[src/rtl/mem_port_arbiter.sv]
// Arbitrates one single-ported memory between instruction fetch and data access.
// Optional statistics counters are built when ARB_STATS_EN is defined.
module mem_port_arbiter #(
   parameter int ADDR_W         = 8,
   parameter int IDATA_W        = 16,
   parameter int DDATA_W        = 8,
   parameter int MAX_DATA_BURST = 4
) (
   input  logic               clk,
   input  logic               reset,
   input  logic               if_req,
   input  logic [ADDR_W-1:0]  if_addr,
   output logic [IDATA_W-1:0] if_rdata,
   output logic               if_ready,
   input  logic               dm_req,
   input  logic               dm_we,
   input  logic [ADDR_W-1:0]  dm_addr,
   input  logic [DDATA_W-1:0] dm_wdata,
   output logic [DDATA_W-1:0] dm_rdata,
   output logic               dm_ready,
   output logic               mem_req,
   output logic               mem_we,
   output logic [ADDR_W-1:0]  mem_addr,
   output logic [IDATA_W-1:0] mem_wdata,
   input  logic [IDATA_W-1:0] mem_rdata,
   input  logic               mem_ack,
   output logic               stall_f,
   output logic               stall_m,
   output logic [15:0]        stat_fetch_stall,
   output logic [15:0]        stat_data_grant
);
   typedef enum logic [1:0] {IDLE, FETCH, DATA} state_t;

   localparam logic [3:0] BURST_MAX = 4'(MAX_DATA_BURST);

   state_t     state, state_nxt;
   logic [3:0] burst_cnt;
   logic       f_elig, d_elig, grant_d, grant_f, done;

   assign stall_f = if_req & ~if_ready;
   assign stall_m = dm_req & ~dm_ready;

   // A side whose ready is high this cycle just completed, so it is not eligible.
   always_comb begin
      state_nxt = state;
      grant_d   = 1'b0;
      grant_f   = 1'b0;
      done      = 1'b0;
      f_elig    = if_req & ~if_ready;
      d_elig    = dm_req & ~dm_ready;
      case (state)
         IDLE: begin
            if (d_elig && !(f_elig && burst_cnt == BURST_MAX)) begin
               grant_d   = 1'b1;
               state_nxt = DATA;
            end else if (f_elig) begin
               grant_f   = 1'b1;
               state_nxt = FETCH;
            end
         end
         FETCH, DATA: begin
            if (mem_ack) begin
               done      = 1'b1;
               state_nxt = IDLE;
            end
         end
         default: state_nxt = IDLE;
      endcase
   end

   always_ff @(posedge clk or posedge reset) begin
      if (reset) state <= IDLE;
      else       state <= state_nxt;
   end

   always_ff @(posedge clk or posedge reset) begin
      if (reset) begin
         mem_req   <= 1'b0;
         mem_we    <= 1'b0;
         mem_addr  <= '0;
         mem_wdata <= '0;
         if_ready  <= 1'b0;
         dm_ready  <= 1'b0;
         if_rdata  <= '0;
         dm_rdata  <= '0;
         burst_cnt <= '0;
      end else begin
         if_ready <= 1'b0;
         dm_ready <= 1'b0;
         if (grant_d) begin
            mem_req   <= 1'b1;
            mem_we    <= dm_we;
            mem_addr  <= dm_addr;
            mem_wdata <= IDATA_W'(dm_wdata);
            burst_cnt <= f_elig ? burst_cnt + 4'd1 : 4'd0;
         end else if (grant_f) begin
            mem_req   <= 1'b1;
            mem_we    <= 1'b0;
            mem_addr  <= if_addr;
            burst_cnt <= 4'd0;
         end
         if (done) begin
            mem_req <= 1'b0;
            mem_we  <= 1'b0;
            if (state == FETCH) begin
               if_ready <= 1'b1;
               if_rdata <= mem_rdata;
            end else begin
               dm_ready <= 1'b1;
               if (!mem_we) dm_rdata <= mem_rdata[DDATA_W-1:0];
            end
         end
      end
   end

`ifdef ARB_STATS_EN
   // Saturating counters, cleared only by reset.
   always_ff @(posedge clk or posedge reset) begin
      if (reset) begin
         stat_fetch_stall <= '0;
         stat_data_grant  <= '0;
      end else begin
         if (stall_f && stat_fetch_stall != 16'hFFFF) stat_fetch_stall <= stat_fetch_stall + 16'd1;
         if (grant_d && stat_data_grant != 16'hFFFF)  stat_data_grant  <= stat_data_grant + 16'd1;
      end
   end
`else
   assign stat_fetch_stall = 16'h0000;
   assign stat_data_grant  = 16'h0000;
`endif

endmodule
[config.mk]
export PLATFORM = sky130hd
export DESIGN_NAME = mem_port_arbiter
export DESIGN_NICKNAME = d
export VERILOG_FILES = /design/src/rtl/mem_port_arbiter.sv
export SDC_FILE = /design/constraint.sdc
export NUM_CORES = 1
export LEC_CHECK = 0
export ABC_AREA = 1
export CAP_MARGIN = 15
export CORE_ASPECT_RATIO = 0.8
export CORE_MARGIN = 2
export CORE_UTILIZATION = 25
export DETAILED_ROUTE_END_ITERATION = 12
export PLACE_DENSITY_LB_ADDON = 0.1
export SLEW_MARGIN = 20
export SYNTH_ARGS = -nofsm -noshare
export SYNTH_HDL_FRONTEND = slang
export SYNTH_SLANG_ARGS = --single-unit
[constraint.sdc]
create_clock -name clk -period 4 [get_ports clk]
set_input_delay 0.6 -clock clk [delete_from_list [all_inputs] [get_ports clk]]
set_output_delay 0.6 -clock clk [all_outputs]
set_load 0.02 [all_outputs]
==> run_results.csv, run 1 <==
group,metric,value,unit
sta,tightest_slew,0.648,ns
synthesis,synthArstFlopShare,100,%
critical_path,crit_fanout,12,
floorplanning,die_area,11100,um^2
sta,rsz0062_at_grt,"no",
critical_path,critical_path_class,"input port to output port",
critical_path,startpoint,"dm_req",
power,peakVddDrop,277,uV
power,power-top-group,"combinational logic",
critical_path,timing.rr.end,"if_rdata[12]$_DFFE_PP0P_",
critical_path,r2r_cells,8,
cells_and_area,lay_top_count,"nand2_1",
power,total_power,0.00261,W
synthesis,synth_flops,50,
power,clock_power_share,18.7,%
sta,period_used_share,66.8,%
clocking,post_cts_buffers,0,
clocking,clock_path_buffers,2,
cells_and_area,flops,50,
routing,first_pass_iters,4,
synthesis,synthTopCellsByCount,"116 x nand2_1, 50 x dfrtp_1, 46 x inv_1",
power,power_switching,0.00103,W
status,status,"finished, final reports clean",
cells_and_area,final_area,3620,um^2
critical_path,cp-endpoint,"stall_m",
floorplanning,ios,132,
place,pre_cts_ws,1.33,ns
power,swShare,39.4,%
synthesis,ys_warn_count,0,
power,seq-power,0.000856,W
synthesis,area_leaders,"dfrtp_1 49%, nand2_1 17%, buf_4 13%",
cells_and_area,largest_class,"flip-flops and latches",
synthesis,synthXorXnorAreaFrac,0.684,%
global_routing,overflow,0,
place,routabilityCongestion,0.742,
routing,vias_per_cell,3.72,
cells_and_area,buffers,92,
floorplanning,rows,33,
clocking,cts.sinks,50,
critical_path,critPathArrivalTime,2.07,ns
sta,maxSlewHeadroom,56.8,%
min_path,hp-class,"flip-flop to flip-flop",
floorplanning,die_w,117,um
synthesis,ys_cells,317,
sta,fmax,374,MHz
routing,wl_per_cell,10.9,um
flow_run,openroad.warnings,28,
global_routing,grt_pass1_vias,1966,
cells_and_area,fillers,1070,
synthesis,aoi_share,4.69,%
synthesis,logic_family,"simple AND/OR/NAND/NOR gates",
run_1/layers.png
Scale: 3 px per um.
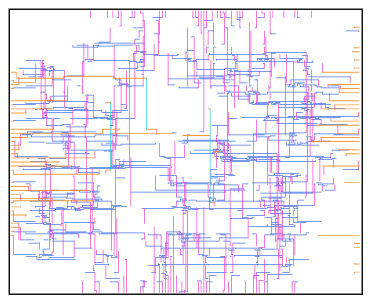
legend:
  M2:
    colour: magenta
    wire_length: 2,510 um
  M3:
    colour: orange
    wire_length: 574 um
  M1:
    colour: blue
    wire_length: 2,840 um
  M4:
    colour: cyan
    wire_length: 70.7 um

run_1/ff_map.png
Scale: 2 px per um. Other sequential cells in the stronger grey, the rest of the logic in the fainter grey.
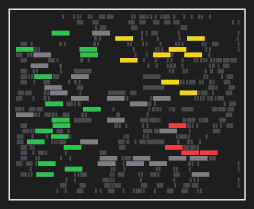
legend:
  mem_addr:
    colour: yellow
    placed_flops: 8
  if_rdata:
    colour: green
    placed_flops: 16
  burst_cnt:
    colour: red
    placed_flops: 4
    where: bottom right
not coloured: 22
Seq area share: 34.6%
Flop area: 1250 um^2
final core occ: 35.8%

run_1/pinout.png
Scale: 2 px per um. Pins as bars across the die edge, other pins in grey.
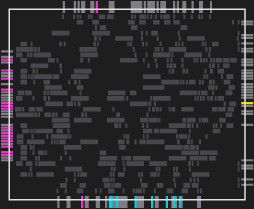
legend:
  mem_rdata:
    colour: magenta
    pins: 16
    direction: input
    edge: 14 left, 1 top, 1 bottom
  dm_req:
    colour: yellow
    pins: 1
    direction: input
    edge: right
  dm_wdata:
    colour: cyan
    pins: 8
    direction: input
    edge: bottom

run_1/congestion_map.png
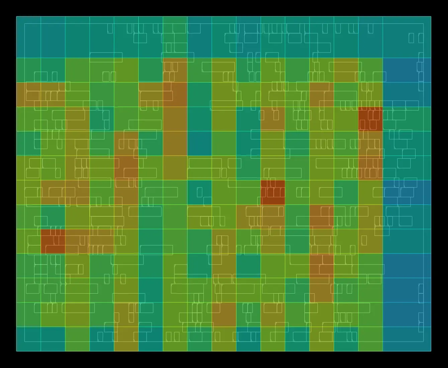
met1 Use GR: 15.7%
GR Util met2: 16.6%
gr usage total: 11.4%
M3 GR Usage: 4.62%
busiest grt layer: met2

--- run 2 (diff from run 1) ---
clock period = 2.66 ns   (was 4 ns; I/O delays follow)
run_2/pinout.png
Scale: 2 px per um. Pins as bars across the die edge, other pins in grey.
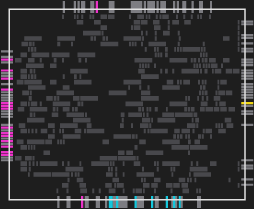
legend:
  mem_rdata:
    colour: magenta
    pins: 16
    direction: input
    edge: 14 left, 1 top, 1 bottom
  dm_req:
    colour: yellow
    pins: 1
    direction: input
    edge: right
  dm_wdata:
    colour: cyan
    pins: 8
    direction: input
    edge: bottom

run_2/ff_map.png
Scale: 2 px per um. Other sequential cells in the stronger grey, the rest of the logic in the fainter grey.
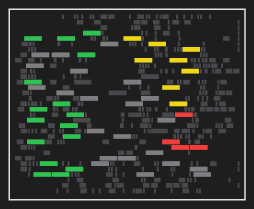
legend:
  if_rdata:
    colour: green
    placed_flops: 16
  burst_cnt:
    colour: red
    placed_flops: 4
  mem_addr:
    colour: yellow
    placed_flops: 8
not coloured: 22
P_seq: 0.00129 W
Seq area share: 34.6%
final core occ: 35.8%

run_2/layers.png
Scale: 3 px per um.
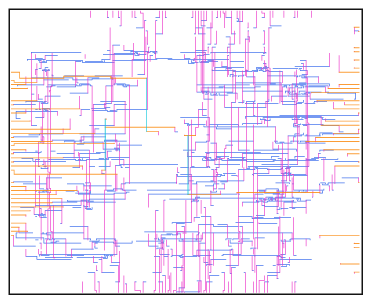
legend:
  M2:
    colour: magenta
    wire_length: 2,560 um
  M1:
    colour: blue
    wire_length: 2,710 um
  M4:
    colour: cyan
    wire_length: 54.4 um
  M3:
    colour: orange
    wire_length: 665 um
gr usage total: 11.1%
Post-Route WL: 5990 um
Routed wire per std cell: 10.9 um

==> run 2 against run 1 <==
Critical path depth unchanged; hold slack worse by 0.0013 ns; via count down 1.7%; sequential cell count unchanged; core utilization about the same; register-to-register slack worse by 0.98 ns; setup slack worse by 0.74 ns; power up 46%; global-route usage down 0.28 points.
==> run_results.csv, run 2 <==
group,metric,value,unit
critical_path,critPathArrivalTime,1.67,ns
place,pre_cts_ws,0.583,ns
cells_and_area,flops,50,
synthesis,mux_share,0,%
clocking,clock_path_buffers,2,
synthesis,area_leaders,"dfrtp_1 49%, nand2_1 17%, buf_4 13%",
synthesis,edf_count,0,
synthesis,syn_avg_cell_area,8.08,um^2
global_routing,overflow,0,
critical_path,crit_fanout,4,
flow_run,max_cap_viol_count,0,
cells_and_area,area_delta_synth_final,41.3,%
cells_and_area,inv_count,48,
sta,rsz0062_at_grt,"no",
critical_path,worstSetupEndpointType,"output port",
global_routing,busiest_layer,"met2",
place,routabilityCongestion,0.742,
critical_path,startpoint,"if_req",
global_routing,grt_pass1_vias,1919,
place,hpwlAfterDp,4380,um
floorplanning,core_area,10100,um^2
clocking,cts.sinks,50,
synthesis,yosys.area_share.simple,23.0,%
cells_and_area,num-multi-input-gates,210,
routing,top_layer_used,"met4",
cells_and_area,clkbuf_count,6,
power,total_power,0.00382,W
sta,fmax,483,MHz
sta,tightest_slew,0.702,ns
sta,holdWs,0.479,ns
critical_path,cp-endpoint,"stall_f",
sta,finalSetupViolCount,0,
critical_path,timing.rr.end,"mem_we$_DFFE_PP0P_",
synthesis,synth_flops,50,
cells_and_area,seqCellArea,1250,um^2
critical_path,r2r_cells,9,
synthesis,logic_family,"simple AND/OR/NAND/NOR gates",
sta,layout_min_cycle_time,2.07,ns
floorplanning,die_area,11100,um^2
cells_and_area,lay_top_count,"nand2_1",
synthesis,aoi_share,4.69,%
clocking,post_cts_buffers,0,
synthesis,ys_warn_count,0,
critical_path,critPathRequiredTime,2.26,ns
cells_and_area,drive_above_1_share,4.66,%
critical_path,cpMaxStageDelayCell,"clkdlybuf4s50_1",
synthesis,synthXorXnorAreaFrac,0.684,%
cells_and_area,largest_class,"flip-flops and latches",
global_routing,use_met3,5.52,%
status,status,"finished, final reports clean",
power,swShare,40.1,%
floorplanning,ios,132,
flow_run,openroad.warnings,28,
cells_and_area,fillers,1106,
global_routing,grt_use_met2,17.0,%
routing,vias_per_cell,3.65,
power,clock_power_share,16.3,%
power,power-top-group,"combinational logic",
synthesis,ys_cells,317,
synthesis,yosys_area,2560,um^2
synthesis,top_cell,"nand2_1",
floorplanning,rows,33,
clocking,cts_tree,"done",
cells_and_area,buffers,94,
synthesis,synthArstFlopShare,100,%
sta,maxSlewHeadroom,53.1,%
power,p_comb_share,50.0,%
critical_path,critical_path_class,"input port to output port",
floorplanning,die_w,117,um
critical_path,crit_family,"buffers and inverters",
sta,fin_ws,0.589,ns
floorplanning,fp_util,25.3,%
power,peakVddDrop,379,uV
synthesis,synthTopCellsByCount,"116 x nand2_1, 50 x dfrtp_1, 46 x inv_1",
power,power_switching,0.00153,W
sta,period_used_share,77.9,%
clocking,clkLatencyLatePin,0.28,ns
min_path,hp-class,"flip-flop to flip-flop",
routing,first_pass_iters,4,
routing,dr_wl_met2,2560,um
clocking,ctsRootBufferMaster,"clkbuf_16",
cells_and_area,final_area,3620,um^2
critical_path,worstPathCellList,"clkdlybuf4s50_1, inv_1, nor2_4, clkdlybuf4s50_1",
global_routing,globalRouteMet1Util,14.0,%
--- run 3 (diff from run 2) ---
clock period = 2.08 ns   (was 2.66 ns; I/O delays follow)
run_3/pinout.png
Scale: 2 px per um. Pins as bars across the die edge, other pins in grey.
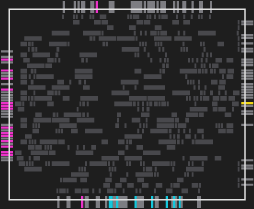
legend:
  mem_rdata:
    colour: magenta
    pins: 16
    direction: input
    edge: 14 left, 1 top, 1 bottom
  dm_wdata:
    colour: cyan
    pins: 8
    direction: input
    edge: bottom
  dm_req:
    colour: yellow
    pins: 1
    direction: input
    edge: right
all pins by edge: 35 bottom, 34 top, 33 left, 30 right
Die H: 94.5 um
chip width: 117 um
IO buf count: 91

run_3/port_trees.png
Scale: 3 px per um.
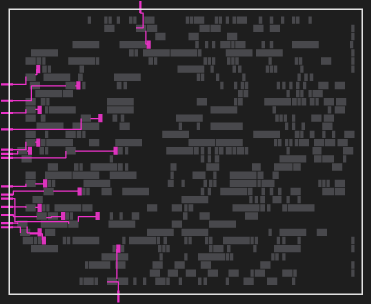
legend:
  mem_rdata:
    colour: magenta
    direction: input
    edge: 14 left, 1 top, 1 bottom
    end_cells: 16
    buffers: 16
    wire: 250 um
IO Pins: 132

==> run 3 against run 2 <==
Combinational power grew 29%; die area is the same; first-iteration DRC count shrank 41%; critical endpoint unchanged; highest routed layer unchanged.
==> run_results.csv, run 3 <==
group,metric,value,unit
synthesis,syn_avg_cell_area,8.08,um^2
cells_and_area,lay_top_count,"nand2_1",
critical_path,critPathRequiredTime,1.77,ns
routing,top_layer_used,"met4",
synthesis,ys_warn_count,0,
floorplanning,core_area,10100,um^2
sta,rsz0062_at_grt,"no",
flow_run,max_cap_viol_count,0,
clocking,cts.sinks,50,
global_routing,use_met3,4.36,%
critical_path,crit_family,"buffers and inverters",
global_routing,grt_use_total,11.3,%
cells_and_area,inv_count,48,
synthesis,synthTopCellsByCount,"116 x nand2_1, 50 x dfrtp_1, 46 x inv_1",
global_routing,grt_use_met2,17.5,%
synthesis,top_cell,"nand2_1",
synthesis,synthArstFlopShare,100,%
cells_and_area,fillers,1087,
critical_path,crit_fanout,4,
critical_path,worstPathCellList,"clkdlybuf4s50_1, inv_1, nor2_4, clkdlybuf4s50_1",
cells_and_area,buffers,96,
sta,period_used_share,91.5,%
power,power_switching,0.00197,W
cells_and_area,largest_class,"flip-flops and latches",
critical_path,cp-endpoint,"stall_f",
place,routabilityCongestion,0.711,
floorplanning,rows,33,
clocking,clock_path_buffers,2,
critical_path,max_stage_delay,0.62,ns
clocking,post_cts_buffers,0,
cells_and_area,utilization,36.2,%
sta,fmax,526,MHz
global_routing,grt_pass1_vias,1976,
place,hpwlAfterDp,4430,um
cells_and_area,sh_seq_area,34.2,%
critical_path,critPathArrivalTime,1.59,ns
synthesis,mux_share,0,%
cells_and_area,area_delta_synth_final,42.9,%
routing,wl_met3,537,um
sta,layout_min_cycle_time,1.90,ns
critical_path,r2r_cells,8,
synthesis,area_leaders,"dfrtp_1 49%, nand2_1 17%, buf_4 13%",
synthesis,ys_cells,317,
synthesis,edf_count,0,
status,status,"finished, final reports clean",
critical_path,startpoint,"if_req",
sta,finalSetupViolCount,0,
power,p_comb_share,49.0,%
routing,vias_per_cell,3.72,
power,power-top-group,"combinational logic",
global_routing,busiest_layer,"met2",
critical_path,timing.rr.end,"if_rdata[9]$_DFFE_PP0P_",
synthesis,synth_flops,50,
clocking,clkLatencyLatePin,0.28,ns
cells_and_area,drive_above_1_share,5.10,%
synthesis,yosys_area,2560,um^2
cells_and_area,seqCellArea,1250,um^2
synthesis,synthXorXnorAreaFrac,0.684,%
synthesis,yosys.area_share.simple,23.0,%
routing,first_pass_iters,4,
power,total_power,0.00501,W
synthesis,aoi_share,4.69,%
place,pre_cts_ws,0.171,ns
clocking,ctsRootBufferMaster,"clkbuf_16",
cells_and_area,flops,50,
global_routing,globalRouteMet1Util,15.1,%
power,seq-power,0.00165,W
run_3/layers.png
Scale: 3 px per um.
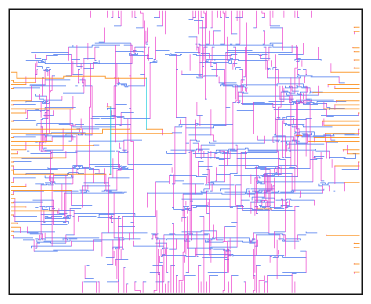
legend:
  M3:
    colour: orange
    wire_length: 538 um
  M4:
    colour: cyan
    wire_length: 39.4 um
  M1:
    colour: blue
    wire_length: 2,850 um
  M2:
    colour: magenta
    wire_length: 2,630 um
Post-Route WL: 6050 um
Routed wire per std cell: 11.0 um

Power and IR drop assume default switching activity.
